==> config.mk <==
export PLATFORM = sky130hd
export DESIGN_NAME = map_write_arbiter
export DESIGN_NICKNAME = d
export VERILOG_FILES = /design/src/rtl/map_write_arbiter.sv
export SDC_FILE = /design/constraint.sdc
export NUM_CORES = 2
export LEC_CHECK = 0
export ABC_CLOCK_PERIOD_IN_PS = 32500
export CORE_AREA = 4 4 355 357
export DETAILED_ROUTE_END_ITERATION = 7
export DIE_AREA = 0 0 359 361
export GPL_TIMING_DRIVEN = 0
export PLACE_DENSITY = 0.58
export SYNTH_ARGS = -nofsm -noshare
export SYNTH_HDL_FRONTEND = slang
export SYNTH_SLANG_ARGS = --single-unit
==> constraint.sdc <==
create_clock -name clk -period 32.5 [get_ports clk]
set_clock_uncertainty 0.05 [all_clocks]
set_input_delay 4.875 -clock clk [delete_from_list [all_inputs] [get_ports clk]]
set_output_delay 4.875 -clock clk [all_outputs]
set_load 0.03 [all_outputs]
### Zoomed window

Region (70, 251) to (110, 291) um. Cells in grey, sequential cells in the stronger grey; small squares are vias.
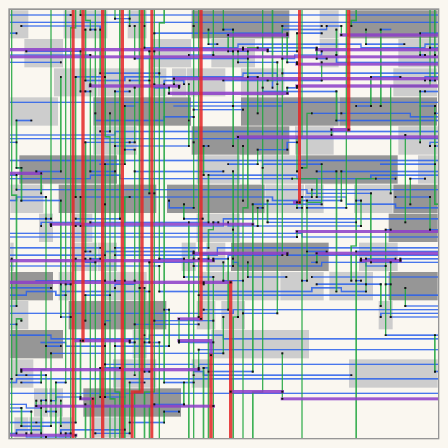
blue -> met1
purple -> met3
red -> met4
green -> met2
most frequent = mux2_2 (16), dfrtp_1 (16), clkdlybuf4s50_1 (10)
cells with their middle in the window = 68
sequential cells in the window = 16

### Metal layers overlaid

Two of the layers only.
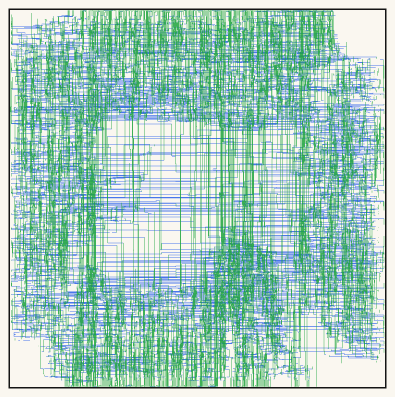
green -> met2  # wire length 89.4 mm
blue -> met1  # wire length 73.9 mm
GR Util All Layers: 28.38%
DR vias: 30150
total length of routed wires: 189.5 mm
WL per Instance: 32.61 um

### Sequential cells coloured by netlist name

Bar = 100 um. Other sequential cells in the stronger grey, the rest of the logic in the fainter grey.
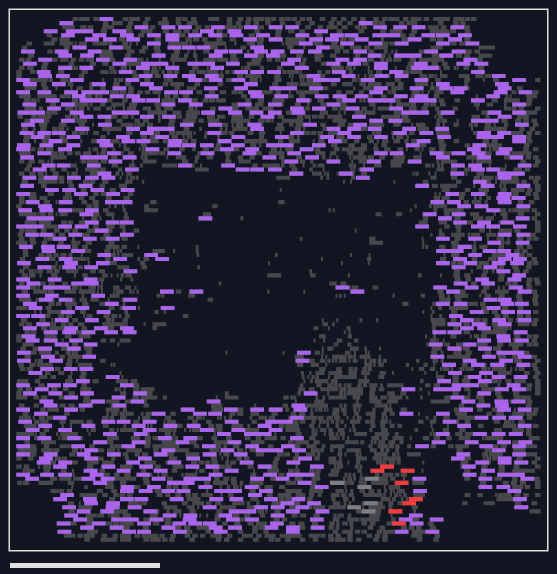
red -> r_idx  # sequential cells 8, where south-east
purple -> map  # sequential cells 864, where widely spread
not coloured = 6
fin util: 43.08%
register area: 21970 um2
sequential share of cell area: 41.47%

==> run notes <==
run results: main flop type=dfrtp_1, minimum clock period=12.68 ns, overall power=4.791 mW, Top class by area=registers, Mapped Nets=3118, crit path DRT=33.01 ns, Tap Count=1637, Leak Pwr=23.82 nW, CLK BUF=137, Least-Margin Pin Slew=1.496 ns, yosys synthesis chip area=38000 um2, Mean Syn Cell Area=12.40 um2, total die area=129600 um2, clk root buf=clkbuf_16, Fmax=78.86 MHz, number of synthesized register bits=878, ranking of synthesized cells by area=dfrtp_1 58%, mux2_2 22%, nor2_1 3.3%, met2 GRT Util=46.89%, Final Hold Viols=0, setup slack after layout=19.82 ns, status=finished, violations left, ant diodes=5, area added between synthesis and finish=39.45%, Die Span Y=361 um, WP data arrival=13.20 ns, crit-path max FO=10, Max VDD drop=0.1236 mV, Non-clk bufs=1051, vias per cell=5.188, Synth Cell Area=38000 um2, max_cap viols=1, max FFs per register=864, DRC viols=0, Layout Cell Area excl Fill=52980 um2, Final non-clock buffer share=18.87%, I/O Buffers=901, Crit. path cell count=15, met1 WL=73.90 mm, # hold bufs at CTS=0, fin cells=5812, worst hold margin=0.4335 ns, Yosys top cell by instances=dfrtp_1, Slowest-stage cell, CP=nor2_1, reg2reg path depth=14, commonest cells in the netlist=877 x dfrtp_1, 733 x mux2_2, 337 x nor2_1, 329 x nand2_1, 92 x clkbuf_1, Post-synth EDFFs=0, # Cells Yosys=3063, # fillers=11690, final setup fails=0, share of cells above drive strength 1=25.68%, RSZ-0062 raised after global routing=no, Inverters=10, FF-to-FF setup slack=24.07 ns, Synth Seq Share=57.83%, DR WL met2=89.43 mm, XORs/XNORs by Area=0.3688%, fin nets=4142, Fin Setup TNS=0 ns, Detailed Place HPWL=146.2 mm, tally of yosys warning messages=0, PD cells=90.42 nW/um2, yosys simple share=11.15%, Area leader share=57.76%, Crit path max-delay family=simple AND/OR/NAND/NOR gates, buffers and inverters on the worst path=3, pre-CTS WS=19.24 ns, Hold Crit Depth=2, registers=878, Crit. End Element=flop, worst setup path category=in2reg, Worst-path clk slew=0.06 ns, FP Rows=129, largest net degree at the start of global routing=126, final-report max-slew violation count=0, dominant kind of combinational cell=multiplexers, first-pass GRT wire length=258.1 mm, AO/OA Area Share=4.614%, vias in the first global route=30950, CTS tree=built, GRT overflow=0, clock network share of area=6.503%, M1 GR Usage=34.15%, combinational share of cell area=29.18%, clock buffer depth=3, critical path cell sequence=clkdlybuf4s50_1, nor2_1, o21ai_1, clkbuf_1, o21ai_0, inv_1, fa_1, nand2b_1, a221oi_2, xor2_1, nand2_1, nor2_1, nand2_1, nor2_1, mux2_2, Detail Route Antenna Nets=0, die width=359 um, io pins=912, placed cell areas=49520 um2, Insertion Delay late pin=0.68 ns, met3 usage=8.960%, delay of the slowest cell on the worst path=1.22 ns, Initial Util=30.89%, initial antenna violation count=13, mux share=23.99%, Hold Path Class=reg2reg, slew margin rel.=0.2730%, Post-Place Cells=5624, Resized Gates After CTS=0, synth unique cells=83, DR iter-0 viols=2256, uppermost layer routed=met5, fin crit share=39.02%, failing checks=max-capacitance violations, Core Region=123000 um2, Multi-input gate area=15460 um2, Startpoint Class=input port, #MultiIn Comb=2048, most frequent cell on the critical path=nor2_1, Pre-antenna DRT Iters=5, postcts setup bufs=0, Most Used Layer, Global Route=met2, CTS Sinks=878, Met3 Wirelength=16.92 mm, TritonCTS buffer count=98, # H-tree levels=3, post-synthesis cell count=3063, Routability Congestion=0.9178, asr flop ratio synth=100.0%, Synth area leader=dfrtp_1, Adder Area Share=0.4149%, OpenROAD warning count=57
## where the power goes
group          switching, mW  internal (mW)
registers             0.0101           1.10
logic                   2.13          0.363
clock network          0.497          0.691
total                   2.63           2.16
## cells in the final DEF, fill, tap and decap left out, drive strengths merged, types with 5 or more instances in the layout
cell and instances:
o31ai 19, o211ai 6, or2 11, or4 5, nand2b 18, xnor2 7
clkinv 23, clkbuf 229, a211o 5, nand3 35, nor2b 11, a21o 7
clkdlybuf4s50 901, inv 15, a211oi 7, buf 58, o41ai 17, mux2i 13
mux2 794, a21oi 32, nand2 339, or3 10, nor2 375, o21ai 94
and2 35, diode 5, xor2 9, nor3 88, and3 12, o22ai 25
ha 11, dfrtp 877, bufinv 9, clkinvlp 9
Power is estimated from default activity; no workload was simulated.
